### Clock wires, drivers and flops, run 1

Scale: 4 px per um.
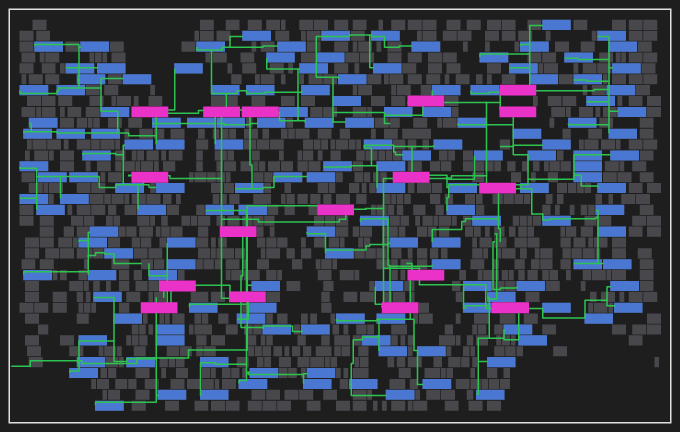
### Routing congestion, run 1

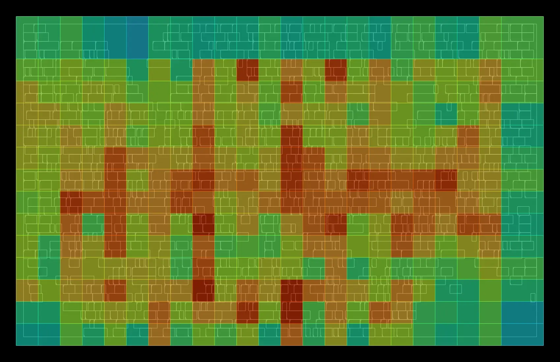
### Wires at chosen ports, followed through buffers, run 1

Scale: 4 px per um.
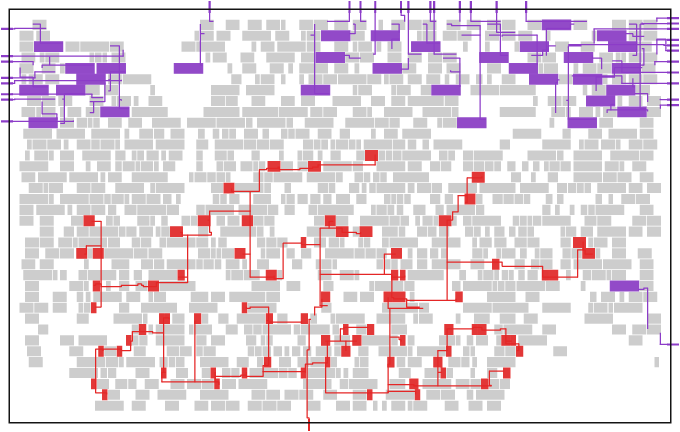
### Wiring heat map, run 1

Scale: 3 px per um. 33 x 21 tiles, from white (low) to dark blue (high), scaled to the fullest tile. Values are wire area over tile area, all layers added.
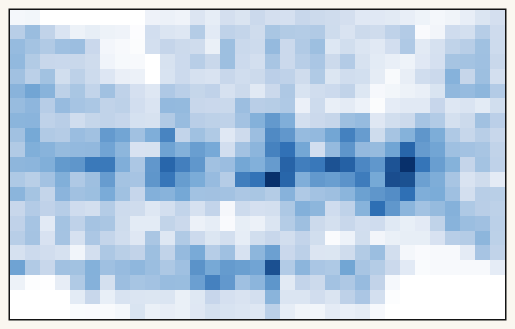
`config.mk`:
```
export PLATFORM = sky130hd
export DESIGN_NAME = instr_fetch_stage
export DESIGN_NICKNAME = d
export VERILOG_FILES = /design/src/rtl/instr_fetch_stage.sv
export SDC_FILE = /design/constraint.sdc
export NUM_CORES = 1
export LEC_CHECK = 0
export CORE_AREA = 2 2 163 101
export DETAILED_ROUTE_END_ITERATION = 10
export DIE_AREA = 0 0 165 103
export PLACE_DENSITY = 0.8
export SYNTH_ARGS = -nofsm -noshare
export SYNTH_HDL_FRONTEND = slang
export SYNTH_SLANG_ARGS = --single-unit
```
`constraint.sdc`:
```
create_clock -name clk -period 3.21 [get_ports clk]
set_clock_uncertainty 0.15 [all_clocks]
set_input_delay 0.642 -clock clk [delete_from_list [all_inputs] [get_ports clk]]
set_output_delay 0.642 -clock clk [all_outputs]
set_load 0.02 [all_outputs]
```
`src/rtl/instr_fetch_stage.sv`:
```
// ---------------------------------------------------------------------------
// instr_fetch_stage
//
// IF stage of the 5-stage RV32I pipeline. Owns the PC register, drives the
// word address of the combinational instruction ROM, and captures the
// returned word into the IF/ID pipeline register. Supports a hazard-unit
// hold (stall) and an EX redirect for taken branches, jal and jalr. A debug
// counter tracks how many real instructions have been handed to ID.
//
// Parameters
//   RESET_PC   PC value loaded by reset
//   ADDR_W     ROM word-address width; rom_addr = pc[ADDR_W+1:2]
//   NOP_INSTR  bubble word placed in id_instr on flush/reset
//
// Ports
//   clk              rising-edge clock
//   rst              synchronous, active-high reset
//   stall            hold PC and IF/ID this cycle
//   redirect         branch/jump taken in EX this cycle
//   redirect_target  next PC when redirect=1 (low two bits ignored)
//   rom_addr         word address to instruction ROM (combinational from pc)
//   rom_data         instruction word from ROM, valid same cycle as rom_addr
//   if_pc            current fetch PC
//   id_pc            PC of instruction in IF/ID
//   id_pc_plus4      id_pc + 4 (link value for jal/jalr)
//   id_instr         instruction in IF/ID
//   id_valid         IF/ID holds a real instruction (0 = bubble)
//   fetch_count      valid instructions loaded into IF/ID since reset
// ---------------------------------------------------------------------------
module instr_fetch_stage #(
  parameter logic [31:0] RESET_PC  = 32'h0000_0000,
  parameter int unsigned ADDR_W    = 6,
  parameter logic [31:0] NOP_INSTR = 32'h0000_0000
) (
  input  logic              clk,
  input  logic              rst,
  input  logic              stall,
  input  logic              redirect,
  input  logic [31:0]       redirect_target,
  output logic [ADDR_W-1:0] rom_addr,
  input  logic [31:0]       rom_data,
  output logic [31:0]       if_pc,
  output logic [31:0]       id_pc,
  output logic [31:0]       id_pc_plus4,
  output logic [31:0]       id_instr,
  output logic              id_valid,
  output logic [31:0]       fetch_count
);

  logic [31:0] pc;
  logic [31:0] pc_plus4;
  logic [31:0] target_aligned;

  // Sequential PC increment; wraps naturally at 2^32.
  assign pc_plus4 = pc + 32'd4;

  // Redirect targets are forced word-aligned; masking keeps every target
  // bit in the expression so nothing is left dangling.
  assign target_aligned = redirect_target & ~32'd3;

  // Upper PC bits alias onto the ROM; there is no range fault.
  assign rom_addr = pc[ADDR_W+1:2];
  assign if_pc    = pc;

  // Priority: rst > redirect > stall > advance.
  // A redirect overrides stall because the instruction sitting in ID is
  // younger than the branch in EX and must be squashed anyway.
  always_ff @(posedge clk) begin
    if (rst) begin
      pc          <= RESET_PC;
      id_pc       <= '0;
      id_pc_plus4 <= '0;
      id_instr    <= NOP_INSTR;
      id_valid    <= 1'b0;
      fetch_count <= '0;
    end else if (redirect) begin
      pc          <= target_aligned;
      id_pc       <= '0;
      id_pc_plus4 <= '0;
      id_instr    <= NOP_INSTR;
      id_valid    <= 1'b0;
    end else if (!stall) begin
      pc          <= pc_plus4;
      id_pc       <= pc;
      id_pc_plus4 <= pc_plus4;
      id_instr    <= rom_data;
      id_valid    <= 1'b1;
      fetch_count <= fetch_count + 32'd1;
    end
  end

endmodule

```
==> impl_metrics.ini, run 1 <==
; yosys + openroad results
[grt]
grt_pass1_wl_um = 32900
gr-usage-met3_pct = 9.94
grt_max_degree = 50
grt_busiest_layer = met2
grt_pass1_vias = 6279
overflow = 0
antenna_found_initial = 0

[sta]
fin_ws_ns = 0.513
final-hold-violation-count = 0
timing.fmax_ghz = 0.371
holdWs_ns = 0.302
setup_tns_ns = 0
slew-limit-headroom_pct = 50.1
post-route-period-util_pct = 84.0
period_minus_slack_ns = 2.70
report.final.slew_viol_count = 0
tightest_slew_ns = 0.748
finalSetupViolations = 0
grt_setup_unrepaired = no

[critical_path]
crit_type = reg -> reg
critical_path.startpoint = if_pc[13]
r2r_setup_slack_ns = 0.51
r2r_cells = 5
required_ns = 3.41
cp_max_fo = 11
crit_path_end_kind = flop
crit_path_end = id_pc_plus4[28]
cp.arrival_ns = 2.90
timing.rr.start = if_pc[13]
timing.rr.end = id_pc_plus4[28]
start_kind = flop

[routing]
wl_met3_um = 2400
ant_nets = 0
drt-initial-drc-count = 659
drt_drc_violations_left = 0
firstDrtPassIters = 5
highest_layer = met4
wl_met1_um = 9570
via_per_inst = 5.56
route.met2.wl_um = 9270

[clocking]
htree_levels = 4
clk_pin_slew_ns = 0.07
cts_buffers = 17
cts_hold_buf = 0
cts_tree = built
post-cts-setup-buffer-count = 0
ctsResizeCount = 0
clockRootBuffer = clkbuf_16
clockBufferDepth = 2
insertion_delay_ns = 0.42
clock-sinks = 155

[synthesis]
yosys.area_share.aoi_pct = 12.7
synth.distinct_cells = 47
syn_area_um2 = 7040
common_cells = dfxtp_1 (155), nor2_1 (124), mux2i_1 (58)
area_leaders = dfxtp_1 (44%), mux2i_1 (8.2%), nor2_1 (6.6%)
top_logic_kind = simple AND/OR/NAND/NOR gates
yosysTopAreaCell = dfxtp_1
ff_type = dfxtp_1
edf_count = 0
yosys-stat-cells = 814
most_common_cell = dfxtp_1
synthSimpleGateAreaFrac_pct = 23.3
mux_share_pct = 9.69
syn_avg_cell_area_um2 = 8.65
netlist_instances = 814
yosysWarnings = 0
adder_share_pct = 0.355
ys_seq_share_pct = 44.1
ys_area_um2 = 7040
top_cell_area_share_pct = 44.1
xor_share_pct = 4.11
ys.flops = 155
synthArstFlopShare_pct = 0

[placement]
gp_congestion = 0.850
pre_cts_ws_ns = 0.355
dp_cells = 1216
hpwl_um = 15500

[cells_and_area]
clock_buffers = 18
regArea_um2 = 3100
clock_area_share_pct = 5.47
comb_area_um2 = 3550
fillerInstances = 1346
syn_to_final_growth_pct = 43.2
logic_gates = 573
instances_no_fill = 1249
nNonClkBuffers = 265
inverters = 14
nets = 1096
diodes = 1
bufAreaShareNonClock_pct = 25.4
comb_share_pct = 35.2
seq_cells = 155
seqAreaFraction_pct = 30.8
drive_above_1_share_pct = 8.28
top_area_cell_class = multi-input combinational cells

[run]
max-cap-violations = 0
warning_count = 28

[power]
ir_drop_uv = 286
p_per_area_nw_per_um2 = 455
leakage_nw = 3.61

[floorplan]
initCoreUtil_pct = 44.8
dieHeight_um = 103
tap_cells = 209
fp.dieW_um = 165
die_area_um2 = 17000
core-area_um2 = 15700
rows = 36

[min_path]
hp-start = id_valid
hold_depth = 2
holdCritPathClass = reg -> reg
hold_path_end = id_valid

[status]
status = finished clean
-- 'Clock wires, drivers and flops' (at the start) --
[green] clock wires | length: 2030 um
[blue] flip-flops | count: 155
[magenta] clock-net drivers | count: 17
flops lie: all over the die

-- 'Routing congestion' (at the start) --
fin util: 64.1%
gr usage total: 25.0%
average wire per standard cell: 17.3 um
GR met1 Demand/Resource: 32.9%
met2 usage: 38.6%

-- 'Wires at chosen ports, followed through buffers' (at the start) --
[purple] `id_instr` | bits: 32 | direction: output | edge: 12 north, 12 east, 8 west | end cells: 32 | buffers: 32 | wire: 778 um
[red] `rst` | bits: 1 | direction: input | edge: south | end cells: 75 | buffers: 3 | wire: 742 um
Boundary Pins: 235
# port buffers: 226

-- 'Wiring heat map' (at the start) --
nearly empty tiles: 6.5%
mean over tiles: 0.21
fullest tile: 0.75
Vias: 6941
final WL: 21600 um

run 1: per-stage QoR:
step | area (um^2) | util (%) | power (mW)
final | 10100 | 64.1 | 4.59
after detailed placement | 9530 | 60.6 | 2.71
after CTS | 10100 | 64.1 | 4.62
after global routing | 10100 | 64.1 | 4.75
after floorplan | 7060 | - | 2.41
after global placement | 9530 | 60.6 | 2.70
run 1: state kept, by name (all words and copies together) (netlist names):
| name | cells |
|---|---|
| fetch_count | 32 |
| id_instr | 32 |
| id_pc | 30 |
| id_pc_plus4 | 30 |
| id_valid | 1 |
| if_pc | 30 |
run 1: power by group:
part	internal, mW	switching, mW
clock	1.02	0.904
sequential	1.99	0.0638
combinational	0.298	0.322
total	3.30	1.29
run 1: cells in the final DEF, fill, tap and decap left out, types with 2 or more instances in the layout:
cell	Yosys	final
buf_4	12	39
a21oi_1	39	39
nor4b_1	2	2
inv_6	0	7
mux2_2	9	9
or4_1	25	25
inv_8	0	2
xnor2_1	16	16
nor2_1	124	124
nand3_1	24	24
nand4b_1	2	2
nor3b_1	2	2
o21ai_0	43	43
and3_1	3	3
a31oi_1	9	9
a221oi_1	2	2
nand4_1	18	18
nor4_1	13	13
and4_1	12	12
clkdlybuf4s50_1	0	224
ha_1	2	2
nor2b_1	14	14
conb_1	1	6
nor3_1	18	18
inv_1	12	12
a211oi_1	11	11
or3_1	15	15
a311oi_1	16	16
nand2_1	39	39
clkinvlp_4	0	4
clkinv_1	2	2
and2_1	2	2
or2_2	3	3
mux2i_1	58	58
clkbuf_16	0	17
dfxtp_1	155	155
xor2_1	17	17
o31ai_1	19	19
run 1: worst max-delay path, cell delays in order, from the launching register on:
cell	delay, ns
dfxtp_1	0.52
nand4_2	0.30
or4_1	0.80
buf_4	0.26
or4_1	0.41
a31oi_1	0.18
==> run 2: changes to the inputs <==
CORE_AREA = 2 2 171 106   (was 2 2 163 101)
DIE_AREA = 0 0 173 108   (was 0 0 165 103)
PLACE_DENSITY = 0.76   (was 0.8)
clock period = 2.2 ns   (was 3.21 ns; I/O delays follow)
==> run 2 against run 1 <==
Compared with the run above: the flow now finishes with violations (setup timing); sequential power grew 44%; non-clock buffer count grew 64; clock power up 53%; global-route usage fell by 1.1 points; critical endpoint is now if_pc[24].
==> impl_metrics.ini, run 2 <==
; yosys + openroad results
[status]
status = complete, but fails checks
violations = setup timing

[floorplan]
num_io_pins = 235
initCoreUtil_pct = 41.6
dieHeight_um = 108
core-area_um2 = 16900
die_area_um2 = 18700
rows = 37
fp.dieW_um = 173

[synthesis]
mux_share_pct = 9.69
syn_avg_cell_area_um2 = 8.65
syn_area_um2 = 7040
yosysTopAreaCell = dfxtp_1
area_leaders = dfxtp_1 (44%), mux2i_1 (8.2%), nor2_1 (6.6%)
synthSimpleGateAreaFrac_pct = 23.3
most_common_cell = dfxtp_1
netlist_instances = 814
adder_share_pct = 0.355
yosysWarnings = 0
ff_type = dfxtp_1
top_logic_kind = simple AND/OR/NAND/NOR gates
xor_share_pct = 4.11
top_cell_area_share_pct = 44.1
ys.flops = 155
ys_area_um2 = 7040
yosys.area_share.aoi_pct = 12.7
edf_count = 0
synthArstFlopShare_pct = 0
yosys-stat-cells = 814
ys_seq_share_pct = 44.1

[critical_path]
slowest_delay_ns = 0.57
start_kind = flop
cp_max_fo = 5
crit_type = reg -> reg
crit_path_end_kind = flop
crit_chain = ha_2, nand3_1, or4_4, or4_4, a311oi_2
crit_top_cell = or4_4
required_ns = 2.37
cp.arrival_ns = 2.40
cpMaxStageDelayCell = or4_4

[routing]
via_count = 7179
wl_per_cell_um = 17.3
via_per_inst = 5.37
drt-initial-drc-count = 621
highest_layer = met4
firstDrtPassIters = 6
route.met2.wl_um = 9980
wl_met1_um = 10400
wl_met3_um = 2460
ant_nets = 0
drt_wl_total_um = 23100
drt_drc_violations_left = 0

[cells_and_area]
mostFrequentLayoutCells = clkdlybuf4s50_1 (209), dfxtp_1 (139), nor2_1 (124)
layout_top_cell = clkdlybuf4s50_1
fillerInstances = 1473
syn_to_final_growth_pct = 53.6
comb_area_um2 = 3610
drive_above_1_share_pct = 16.2
instances_no_fill = 1337
nets = 1160
diodes = 0
final_util_pct = 63.8
regArea_um2 = 3140

[run]
max-cap-violations = 0

[power]
intPower_mw = 4.98
power.switching_mw = 1.90
top_power_group = registers
pg_seq_mw = 2.96
leakage_nw = 4.15
p_clk_share_pct = 42.5
p_comb_share_pct = 14.5
sequentialPowerShare_pct = 43.0
switching_share_pct = 27.6
p_clk_mw = 2.93
p_per_area_nw_per_um2 = 637
ir_drop_uv = 390

[sta]
fin_ws_ns = -0.0316
period_minus_slack_ns = 2.23
timing.fmax_ghz = 0.448
finalSetupViolations = 1
tightest_slew_ns = 0.547
slew-limit-headroom_pct = 63.5
grt_setup_unrepaired = yes
final-hold-violation-count = 0
report.final.slew_viol_count = 0
post-route-period-util_pct = 101

[grt]
grt_pass1_wl_um = 35300
grt_busiest_layer = met2
use_met1_pct = 32.6
track_usage_pct = 23.9
grt_max_degree = 52
grt_use_met2_pct = 36.0
gr-usage-met3_pct = 8.86
antenna_found_initial = 0

[clocking]
cts_tree = built
insertion_delay_ns = 0.42
clock-sinks = 155
clockRootBuffer = clkbuf_16
htree_levels = 4
cts_buffers = 17
clockBufferDepth = 2

[placement]
portBuffers = 226
dp_cells = 1300
gp_congestion = 0.906

[min_path]
holdCritPathClass = in -> reg
[run 2: cell types whose count changed in the layout (fill, tap and decap cells not counted), sizes merged]
cell,change
clkbuf,+1
inv,-3
buf,+63
clkinv,+4
bufinv,+1
clkdlybuf4s50,-15
diode,-1
dlygate4sd2,+5
dlymetal6s2s,+10
clkinvlp,-2
[run 2: cell families after synthesis]
group / count (synthesis)
compound gates: 144
xor+xnor: 33
fa+ha+maj: 2
buf+inv: 91
flops: 155
mux: 67
other cells: 1
simple gates: 321
[run 2: repair_timing]
action / CTS / global route
hold buffers: 0 / 0
setup endpoints to repair: 11 / 23
pin swaps: 0 / 9
gates cloned: 0 / 1
buffers inserted: 0 / 4
resized: 8 / 24
endpoints found under the hold margin: 0 / 0
[run 2: path summary, 6_finish.rpt]
kind,cells after the start,from,end,slack (ns)
min,2,rst,if_pc[16],0.17
max reg2reg,5,if_pc[2],if_pc[24],-0.03
min reg2reg,2,id_valid,id_valid,0.30
max,5,if_pc[2],if_pc[24],-0.03
[run 2: cell type report]
type | count | area share, %
inverter | 14 | 0.486
multi-input combinational | 573 | 33.4
clock inverter | 14 | 1.46
timing repair buffer | 329 | 29.0
tap | 234 | 2.71
clock buffer | 18 | 3.97
sequential | 155 | 29.0
[run 2: metrics by stage]
step	TNS (ns)	power (mW)	setup slack (ns)	cell area, um^2
floorplan	-0.291	3.53	-0.126	7160
global placement	-2.27	4.00	-0.241	10100
detailed placement	-3.43	4.01	-0.314	10100
CTS	0	6.92	0.0112	10700
global route	-0.0893	7.13	-0.0714	10800
finish	-0.0316	6.88	-0.0316	10800
[run 2: worst max-delay path, delay by kind of cell, from the launching register on]
kind / cells / cell delay, ns
and+or+nand+nor: 3 / 1.18
AOI/OAI and AO/OA: 1 / 0.26
DFF: 1 / 0.35
adders and majority gates: 1 / 0.19
### Wiring heat map, run 2

Scale: 3 px per um. 35 x 22 tiles, from white (low) to dark blue (high), scaled to the fullest tile. Values are wire area over tile area, all layers added.
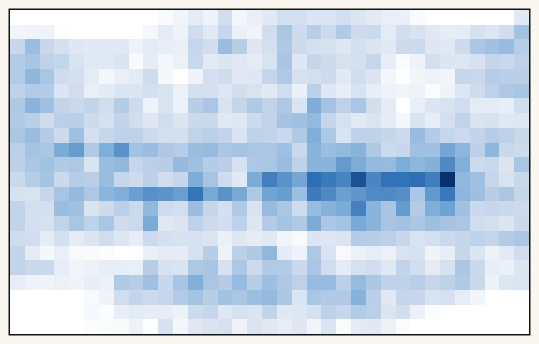
mean over tiles: 0.21
fullest tile: 0.87
emptiest ninth of the die: south-west

### Wires at chosen ports, followed through buffers, run 2

Scale: 4 px per um.
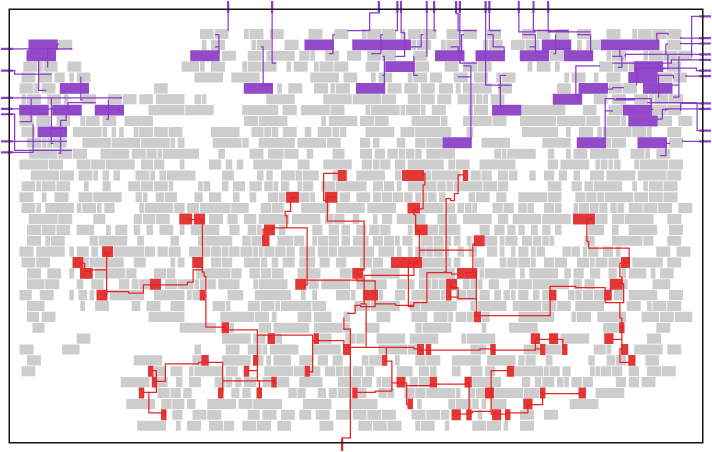
[purple] `id_instr` | bits: 32 | direction: output | edge: 14 north, 11 east, 7 west | end cells: 32 | buffers: 32 | wire: 753 um
[red] `rst` | bits: 1 | direction: input | edge: south | end cells: 75 | buffers: 3 | wire: 839 um

Power is estimated from default activity; no workload was simulated.
